Fig. 1: run 1, supply network
The bar under the picture is 20 µm long. Pins as bars on the die edge.
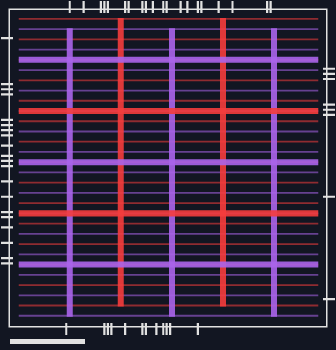
Fig. 2: run 1, cell classes on the final placement
Fill, decap, tap and diode cells in gray.
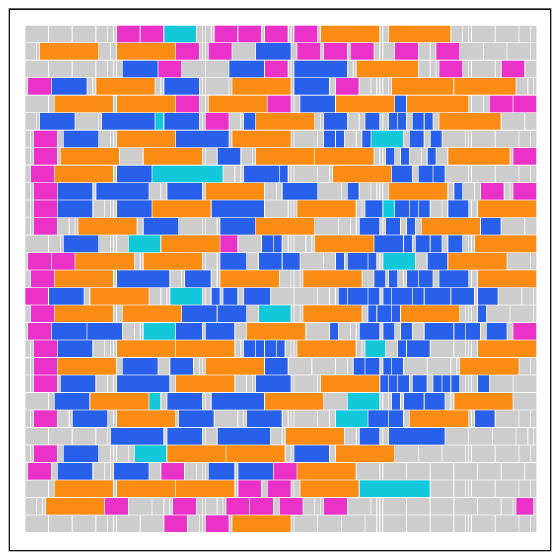
Fig. 3: run 1, clock wires, drivers and flops
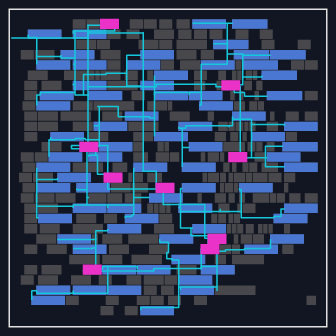
Fig. 4: run 1, metal layers overlaid
The bar under the picture is 20 µm long. Two of the layers only.
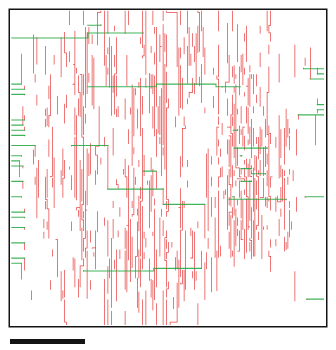
--- src/rtl/disp_pkg.sv ---
// Shared constants and the active-low one-hot anode helper for the display scan mux.
package disp_pkg;

    localparam int DIGIT_W_DEF  = 4;
    localparam int N_DIGITS_MIN = 2;
    localparam int N_DIGITS_MAX = 16;
    localparam int IDX_W_MAX    = $clog2(N_DIGITS_MAX);

    // Callers size-cast the result down to their own digit count.
    function automatic logic [N_DIGITS_MAX-1:0] anode_onehot_n(input logic [IDX_W_MAX-1:0] idx);
        logic [N_DIGITS_MAX-1:0] r;
        r      = '1;
        r[idx] = 1'b0;
        return r;
    endfunction

endpackage

--- src/rtl/tick_gen.sv ---
// Digit-slot prescaler: counts enabled cycles and pulses tick on the last count of each slot.
module tick_gen #(
    parameter int PRESCALE = 100000
) (
    input  logic clk,
    input  logic rst_n,
    input  logic en,
    output logic tick
);

    localparam int            CW   = (PRESCALE > 1) ? $clog2(PRESCALE) : 1;
    localparam logic [CW-1:0] LAST = CW'(PRESCALE - 1);

    logic [CW-1:0] cnt_q, cnt_d;

    // Gating with en means a slot never advances on a cycle where scanning is paused.
    assign tick = en && (cnt_q == LAST);

    always_comb begin
        cnt_d = cnt_q;
        if (en) cnt_d = (cnt_q == LAST) ? '0 : cnt_q + 1'b1;
    end

    always_ff @(posedge clk or negedge rst_n) begin
        if (!rst_n) cnt_q <= '0;
        else        cnt_q <= cnt_d;
    end

endmodule

--- src/rtl/display_scan_mux.sv ---
// Multiplexed N-digit display scanner with frame-synchronous shadow capture.
// Optional leading-zero blanking is enabled by defining LEADING_ZERO_BLANK_EN.
module display_scan_mux
    import disp_pkg::*;
#(
    parameter int N_DIGITS = 8,
    parameter int DIGIT_W  = DIGIT_W_DEF,
    parameter int PRESCALE = 100000
) (
    input  logic                        clk,
    input  logic                        rst_n,
    input  logic                        en,
    input  logic [N_DIGITS*DIGIT_W-1:0] digits_in,
    input  logic [N_DIGITS-1:0]         dp_in,
    output logic [DIGIT_W-1:0]          digit_out,
    output logic [N_DIGITS-1:0]         anode_n,
    output logic                        dp_out,
    output logic [$clog2(N_DIGITS)-1:0] sel_idx,
    output logic                        frame_start
);

    localparam int SW = $clog2(N_DIGITS);

    logic               tick, wrap, blank;
    logic [SW-1:0]      sel_q, sel_d;
    logic [DIGIT_W-1:0] sh_q [N_DIGITS];
    logic [N_DIGITS-1:0] shdp_q;
    logic [DIGIT_W-1:0] digit_q, digit_d;
    logic               dp_q, dp_d;
    logic [N_DIGITS-1:0] an_q, an_d;
    logic               frame_q;

    tick_gen #(.PRESCALE(PRESCALE)) u_tick (
        .clk   (clk),
        .rst_n (rst_n),
        .en    (en),
        .tick  (tick)
    );

    assign wrap  = tick && (sel_q == SW'(N_DIGITS - 1));
    assign sel_d = tick ? (wrap ? '0 : sel_q + 1'b1) : sel_q;

`ifdef LEADING_ZERO_BLANK_EN
    // Highest digit that must stay lit: last non-zero code or last requested decimal point.
    logic [SW-1:0] keep_lim;
    always_comb begin
        keep_lim = '0;
        for (int k = 0; k < N_DIGITS; k++)
            if (sh_q[k] != '0 || shdp_q[k]) keep_lim = SW'(k);
    end
    assign blank = sel_q > keep_lim;
`else
    assign blank = 1'b0;
`endif

    always_comb begin
        digit_d = digit_q;
        dp_d    = dp_q;
        an_d    = '1;
        if (en) begin
            digit_d = sh_q[sel_q];
            dp_d    = shdp_q[sel_q];
            if (!blank) an_d = N_DIGITS'(anode_onehot_n(IDX_W_MAX'(sel_q)));
        end
    end

    always_ff @(posedge clk or negedge rst_n) begin
        if (!rst_n) begin
            sel_q   <= '0;
            digit_q <= '0;
            dp_q    <= 1'b0;
            an_q    <= '1;
            frame_q <= 1'b0;
            shdp_q  <= '0;
            for (int k = 0; k < N_DIGITS; k++) sh_q[k] <= '0;
        end else begin
            sel_q   <= sel_d;
            digit_q <= digit_d;
            dp_q    <= dp_d;
            an_q    <= an_d;
            frame_q <= wrap;
            if (wrap) begin
                shdp_q <= dp_in;
                for (int k = 0; k < N_DIGITS; k++) sh_q[k] <= digits_in[k*DIGIT_W +: DIGIT_W];
            end
        end
    end

    assign sel_idx     = sel_q;
    assign digit_out   = digit_q;
    assign dp_out      = dp_q;
    assign anode_n     = an_q;
    assign frame_start = frame_q;

endmodule

--- config.mk ---
export PLATFORM = sky130hd
export DESIGN_NAME = display_scan_mux
export DESIGN_NICKNAME = d
export VERILOG_FILES = /design/src/rtl/disp_pkg.sv /design/src/rtl/tick_gen.sv /design/src/rtl/display_scan_mux.sv
export SDC_FILE = /design/constraint.sdc
export NUM_CORES = 1
export LEC_CHECK = 0
export CAP_MARGIN = 10
export CORE_MARGIN = 2
export CORE_UTILIZATION = 55
export CTS_BUF_LIST = sky130_fd_sc_hd__clkbuf_8
export DETAILED_ROUTE_END_ITERATION = 10
export PLACE_DENSITY_LB_ADDON = 0.25
export SETUP_SLACK_MARGIN = 0.1
export SYNTH_ARGS = -nofsm -noshare
export SYNTH_HDL_FRONTEND = slang
export SYNTH_SLANG_ARGS = --single-unit
--- constraint.sdc ---
create_clock -name clk -period 5.81 [get_ports clk]
set_input_delay 1.162 -clock clk [delete_from_list [all_inputs] [get_ports clk]]
set_output_delay 1.162 -clock clk [all_outputs]
set_load 0.02 [all_outputs]
==> reports/metrics.cfg, run 1 <==
[finish]
nets = 348
mostFrequentLayoutCells = 66 x dfrtp_1, 58 x clkdlybuf4s50_1, 39 x mux2_4
area_delta_synth_final_pct = 22.1
antenna_cells = 0

[sta]
slew_viol_final = 0
slew_headroom_pct = 38.9
finClkSkew_ns = 0.0114
setup_viol = 0

[global_routing]
grt_max_degree = 75
antenna_found_initial = 0
grt.total_usage_pct = 19.9

[pwr]
power.switching_uw = 275
p_comb_share_pct = 9.6
p_seq_share_pct = 50.9
p_leak_uw = 0.00188
swShare_pct = 24.4

[setup_path]
worstRegToRegCells = 5
crit_required_ns = 6.05
path_delay_family = buffers and inverters
path_depth = 3
path_max_fanout = 41
critPathMaxStageDelay_ns = 1.02
slowest_stage = clkdlybuf4s50_1

[synthesis]
yosysWarnings = 0
ys.flop_type = dfrtp_1
ys_sh_mux_pct = 25.8
synth.distinct_cells = 38
edf_count = 0

[detailed_routing]
post_drt_wl_per_cell_um = 16.5
viasPerCell = 5.60
drc = 0
drt-pass1-iter-count = 4
antenna_left = 0
drt-initial-drc-count = 115

[clocking]
cts_hold_buf = 0
clock-sinks = 74
post_cts.repair.setup_buffers = 0
cts_buffers = 9

[run]
log.warning_count = 26

[run_status]
status = finished clean

[placed_design]
dp_cells = 368
gp_congestion = 0.846

[floorplanning]
io_pins = 60

[hold_path]
hold_depth = 1
holdPathEnd = sh_q[15]

Back to the opening pictures, Fig. 1:
red -> VDD
purple -> VSS
met1 rails = 30
rows = 29
met4 straps = 5
signal pins = 60

Back to the opening pictures, Fig. 2:
magenta -> remaining buffers and delay cells  # cells 60, share of their area 14%
orange -> registers  # cells 74, share of their area 44%
cyan -> clock drivers and dummy loads  # cells 16, share of their area 5.2%
blue -> remaining logic cells  # cells 157, share of their area 36%
Post-Route Utilization: 68.4%
flop share of the area: 43.4%
FP Rows: 29

Back to the opening pictures, Fig. 3:
blue -> flip-flops  # count 74
cyan -> clock wires  # length 949 µm
magenta -> clock-net drivers  # count 9
routed clock nets = 10

Back to the opening pictures, Fig. 4:
green -> M3  # wire length 279 µm
red -> M2  # wire length 3130 µm

==> run 1: cells in the mapped netlist, types with 5 or more instances <==
cell type	instances	share of area, %
a21oi_1	6	0.85
mux2_4	39	17
nor2_1	17	1.8
nand3_1	10	1.4
mux4_2	10	6.4
mux2i_1	5	1.4
dfrtp_1	66	47
xnor2_1	10	2.5
nand2_1	11	1.2
inv_1	6	0.64
buf_12	5	2.8
dfstp_2	8	6.0
nand4_1	6	1.1
==> run 1: layout make-up <==
cell class              count  area [µm²]
repair buffers             60         596
well taps                  77        96.3
clock inverters             6        82.6
flip-flops and latches     74        1860
inverters                   6        22.5
clock buffers              10         138
multi-input cells         151        1500
fillers                   469        1980
==> run 1: flip-flops by register name (all words and copies together) (netlist names) <==
name / cells
sh_q: 32
u_tick.cnt_q: 17
anode_n: 8
shdp_q: 8
digit_out: 4
sel_idx: 3
dp_out: 1
frame_start: 1
==> run 1: power groups by stage <==
stage / logic (µW) / registers [µW] / clock network, µW
finish: 108 / 573 / 444
global route: 121 / 576 / 476
CTS: 110 / 571 / 450
detailed placement: 110 / 581 / 0
global placement: 106 / 580 / 0
floorplan: 52.0 / 574 / 0
==> run 1: per-layer routing <==
layer	vias up	track usage (%)	routed length (µm)
met3	9	4.75	278
met5	-	0	0
met4	0	8.80	104
met1	1097	27.2	2820
met2	51	30.6	3130
li1	994	-	-
==> run 1: through the flow <==
stage / hold slack [ns] / total power (µW) / instance area [µm²] / utilization (%)
floorplan: 0.475 / 626 / 3520 / -
global placement: 0.490 / 687 / 4070 / 64.9
detailed placement: 0.493 / 690 / 4070 / 64.9
CTS: 0.514 / 1130 / 4290 / 68.4
global route: 0.527 / 1170 / 4290 / 68.4
finish: 0.510 / 1130 / 4290 / 68.4
==> run 2: changes to the inputs <==
Settings changed: CORE_UTILIZATION 55 to 50.
Clock period 5.81 ns to 2.9 ns, I/O delays scaled along.
==> run 2 against run 1 <==
Net effect: register-to-register slack got worse by 2.8 ns; non-clock buffer count rose by 6; via count fell by 1.4%; wire length fell by 1.5%; sequential power rose by 99%; sequential share of layout area fell by 0.61 points; setup slack got worse by 2.0 ns; synthesized area did not move; clock skew fell by 0.00072 ns; critical path type is now flip-flop to flip-flop.
==> reports/metrics.cfg, run 2 <==
[sta]
finClkSkew_ns = 0.0106  ; -0.000725 ns
setup_viol = 0  ; unchanged
slew_viol_final = 0  ; unchanged

[setup_path]
path_max_fanout = 19  ; -54%
worstRegToRegCells = 6  ; +1
slowest_stage = and3_4
crit_required_ns = 3.14  ; -2.91 ns
path_depth = 6  ; +3
path_delay_family = simple AND/OR/NAND/NOR gates

[finish]
nets = 354  ; +1.7%
largest_reg_flops = 32  ; unchanged
reg.largest.list = sh_q: 32 flops, u_tick.cnt_q: 17 flops
area_delta_synth_final_pct = 23.9

[synthesis]
largest_area_cell = dfrtp_1
synth.top_cells.by_area = dfrtp_1 47%, mux2_4 17%, mux4_2 6.4%
yosysMostFrequentCell = dfrtp_1
top_cell_area_share_pct = 47.0  ; unchanged
synthTopCellsByCount = 66 x dfrtp_1, 39 x mux2_4, 17 x nor2_1
ys_sh_mux_pct = 25.8  ; unchanged
ys.flop_type = dfrtp_1
synth.distinct_cells = 38  ; unchanged
edf_count = 0  ; unchanged

[pwr]
p_leak_uw = 0.00191  ; +1.4%
comb_cell_power_uw = 218  ; +100%
swShare_pct = 23.9  ; -0.49 points
p_seq_share_pct = 53.2  ; +2.3 points
power.switching_uw = 515  ; +87%
p_comb_share_pct = 10.1  ; +0.5 points
seq_cell_power_uw = 1140  ; +99%

[run_status]
status = finished clean

[run]
log.warning_count = 26  ; unchanged

[clocking]
post_cts.repair.setup_buffers = 0  ; unchanged
cts_hold_buf = 0  ; unchanged

[placed_design]
dp_cells = 393  ; +6.8%

[detailed_routing]
viasPerCell = 5.18  ; -7.5%
drc = 0  ; unchanged
antenna_left = 0  ; unchanged

[global_routing]
antenna_found_initial = 0  ; unchanged
grt_max_degree = 75  ; unchanged

-- run 2: cell counts after synthesis --
No cell type changed its count.
-- run 2: how the worst min path moves through the flow --
| stage | start | end | slack, ns | cells past startpoint |
|---|---|---|---|---|
| after floorplan | rst_n | digit_out[0] | 0.28 | 0 |
| after global placement | shdp_q[4] | shdp_q[4] | 0.49 | 1 |
| after detailed placement | shdp_q[7] | shdp_q[7] | 0.49 | 1 |
| after CTS | rst_n | shdp_q[4] | 0.40 | 1 |
| after global routing | rst_n | u_tick.cnt_q[7] | 0.41 | 1 |
| final | rst_n | u_tick.cnt_q[7] | 0.37 | 1 |
-- run 2: stage by stage --
| step | power, µW | instance area, µm² | utilization, % | hold WS, ns |
|---|---|---|---|---|
| floorplan | 1250 | 3520 | - | 0.284 |
| global placement | 1380 | 4160 | 61.2 | 0.488 |
| detailed placement | 1380 | 4160 | 61.2 | 0.490 |
| CTS | 2170 | 4360 | 64.1 | 0.396 |
| global route | 2250 | 4360 | 64.1 | 0.413 |
| finish | 2150 | 4360 | 64.1 | 0.370 |
-- run 2: metal layers --
metal  routed length (µm)  track usage [%]  vias up
li1                     -                -     1002
met3                  290             5.84        9
met5                    0                0        -
met1                 2920             24.2     1045
met4                   83             6.71        0
met2                 2950             27.8       64
-- run 2: layout make-up --
cell class / count / area [µm²]
Fill cell: 537 / 2440
Inverter: 6 / 22.5
Clock buffer: 11 / 151
Clock inverter: 5 / 48.8
Timing Repair Buffer: 66 / 653
Tap cell: 96 / 120
Sequential cell: 74 / 1860
Multi-Input combinational cell: 151 / 1500
-- run 2: worst register-to-register path, stage by stage (launching register included) --
cell	delay, ns
dfrtp_1	0.41
ha_1	0.26
and4bb_2	0.24
and4_4	0.25
and3_4	0.43
buf_4	0.25
mux2_4	0.31
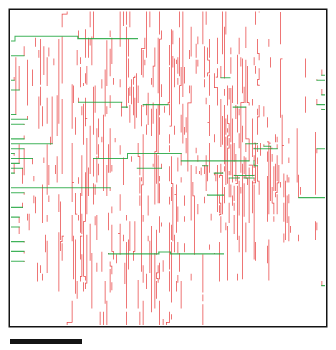
Fig. 5. Metal layers overlaid (run 2).
The bar under the picture is 20 µm long. Two of the layers only.
green -> M3  # wire length 291 µm
red -> M2  # wire length 2950 µm
Vias: 2120
all-layer global routing usage: 18.1%
Routed WL per cell: 15.3 µm
final wirelength: 6.24 mm

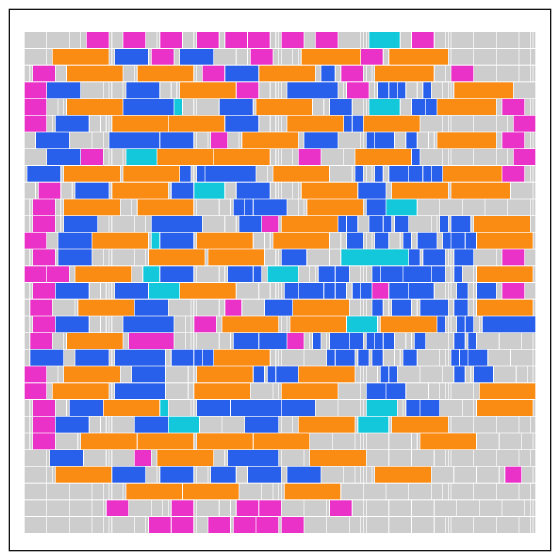
Fig. 6. Cell classes on the final placement (run 2).
Fill, decap, tap and diode cells in gray.
flop share of the area: 42.7%
Core ar.: 6790 µm²
FP Rows: 30

==> run 3: changes to the inputs <==
Clock period 2.9 ns to 1.9 ns, I/O delays scaled along.
==> run 3 against run 2 <==
Net effect: the flow now finishes with violations (negative setup slack); final area rose by 9.7%; hold slack got worse by 0.37 ns; first-iteration DRC count increased by 53%; non-clock buffer count up 36; total power up 68%; count of clock-buffer cells in the layout unchanged; synthesized cell count is the same; die area unchanged; core utilization increased by 6.2 points; clock power increased by 74%; critical path type unchanged; largest cell class unchanged; largest power group unchanged.
==> reports/metrics.cfg, run 3 <==
[sta]
setup_slack_ns = -0.0108
setup_viol = 6  ; +6
finClkSkew_ns = 0.00823  ; -0.00241 ns
timing.hold.ws_ns = 0.00475  ; -0.366 ns

[detailed_routing]
antenna_left = 0  ; unchanged
wirelength_met1_mm = 3.37  ; +16%
drc = 0  ; unchanged
met3_length_um = 211  ; -27%
highest_layer = met4

[finish]
nets = 391  ; +10%
reg.largest.list = sh_q: 32 flops, u_tick.cnt_q: 17 flops
largest_reg_flops = 32  ; unchanged

[placed_design]
place_area_um2 = 4390  ; +5.5%

[floorplanning]
core_um2 = 6790  ; unchanged

[global_routing]
grt_use_met2_pct = 31.5  ; +3.8 points
antenna_found_initial = 0  ; unchanged
grt_max_degree = 39  ; -48%
grtUsageMet3_pct = 3.77  ; -2.1 points

[pwr]
p_leak_uw = 0.00214  ; +12%
swShare_pct = 23.7  ; -0.20 points
power.switching_uw = 857  ; +67%
p_comb_share_pct = 15.0  ; +4.9 points
design_power_total_uw = 3620  ; +68%
p_seq_share_pct = 46.9  ; -6.3 points

[synthesis]
synth.distinct_cells = 38  ; unchanged
yosysMostFrequentCell = dfrtp_1
synthTopCellsByCount = 66 x dfrtp_1, 39 x mux2_4, 17 x nor2_1
ys.flop_type = dfrtp_1
synth.top_cells.by_area = dfrtp_1 47%, mux2_4 17%, mux4_2 6.4%

[setup_path]
path_max_fanout = 5  ; -14
slowest_stage = dfrtp_1
crit_required_ns = 2.12  ; -1.02 ns

[run]
log.warning_count = 29  ; +12%

[run_status]
status = finished, violations left
violations = negative setup slack

-- run 3: cell counts after synthesis --
Identical to the previous run, type by type.
-- run 3: critical path: cells and delay by family (launching register included) --
kind	cells	cell delay, ns
multiplexers	1	0.30
flip-flops	1	0.36
adder cells (fa/ha/maj)	1	0.19
AND/OR/NAND/NOR	3	0.76
buffers and inverters	1	0.18
-- run 3: what timing repair did --
item                                    4_1_cts  5_1_grt
pin swaps                                     0        1
gates resized                                12       11
endpoints found under the setup margin       52       45
hold buffers                                  0        0
setup buffers                                 2        3
gates cloned                                  0        5
-- run 3: area by class of cell --
class / instances / area [µm²] / area share [%]
Clock buffer: 11 / 151 / 3.17
Clock inverter: 5 / 77.6 / 1.62
Inverter: 6 / 22.5 / 0.472
Multi-Input combinational cell: 152 / 1530 / 32.1
Sequential cell: 74 / 1860 / 39.0
Tap cell: 96 / 120 / 2.52
Timing Repair Buffer: 102 / 1010 / 21.2
-- run 3: logic make-up (layout without fill, tap and decap cells) --
family | after synthesis | after routing | share of synthesized area (%)
DFF | 74 | 74 | 53.0
and+or+nand+nor | 65 | 66 | 10.6
muxes | 58 | 58 | 25.8
buffers and inverters | 19 | 124 | 4.45
AOI/OAI and AO/OA | 14 | 14 | 2.46
xor gates and xnor gates | 11 | 11 | 2.74
adders and majority gates | 3 | 3 | 1.07
-- run 3: power by group through the flow --
stage / registers, µW / clock network, µW / logic (µW)
floorplan: 1760 / 0 / 160
global placement: 1730 / 0 / 506
detailed placement: 1720 / 0 / 513
CTS: 1690 / 1400 / 526
global route: 1700 / 1480 / 588
finish: 1700 / 1380 / 544
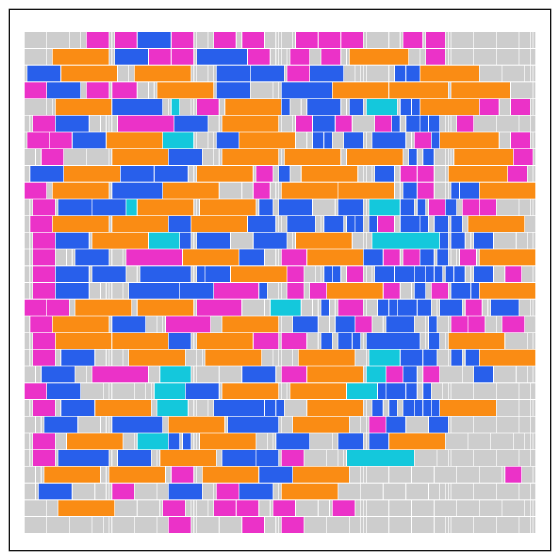
Fig. 7. Cell classes on the final placement (run 3).
Fill, decap, tap and diode cells in gray.
magenta -> remaining buffers and delay cells  # cells 102, share of their area 22%
blue -> remaining logic cells  # cells 158, share of their area 33%
orange -> registers  # cells 74, share of their area 40%
cyan -> clock drivers and dummy loads  # cells 16, share of their area 4.9%
flop share of the area: 39.0%
Post-Route Utilization: 70.3%

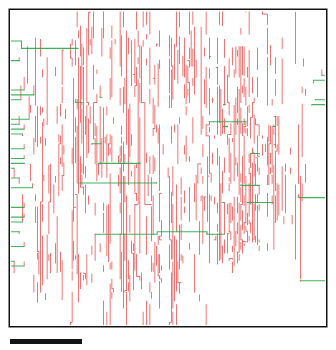
Fig. 8. Metal layers overlaid (run 3).
The bar under the picture is 20 µm long. Two of the layers only.
Routed WL per cell: 16.5 µm
final wirelength: 7.37 mm
all-layer global routing usage: 20.1%
Vias: 2291

Power and IR drop assume default switching activity.
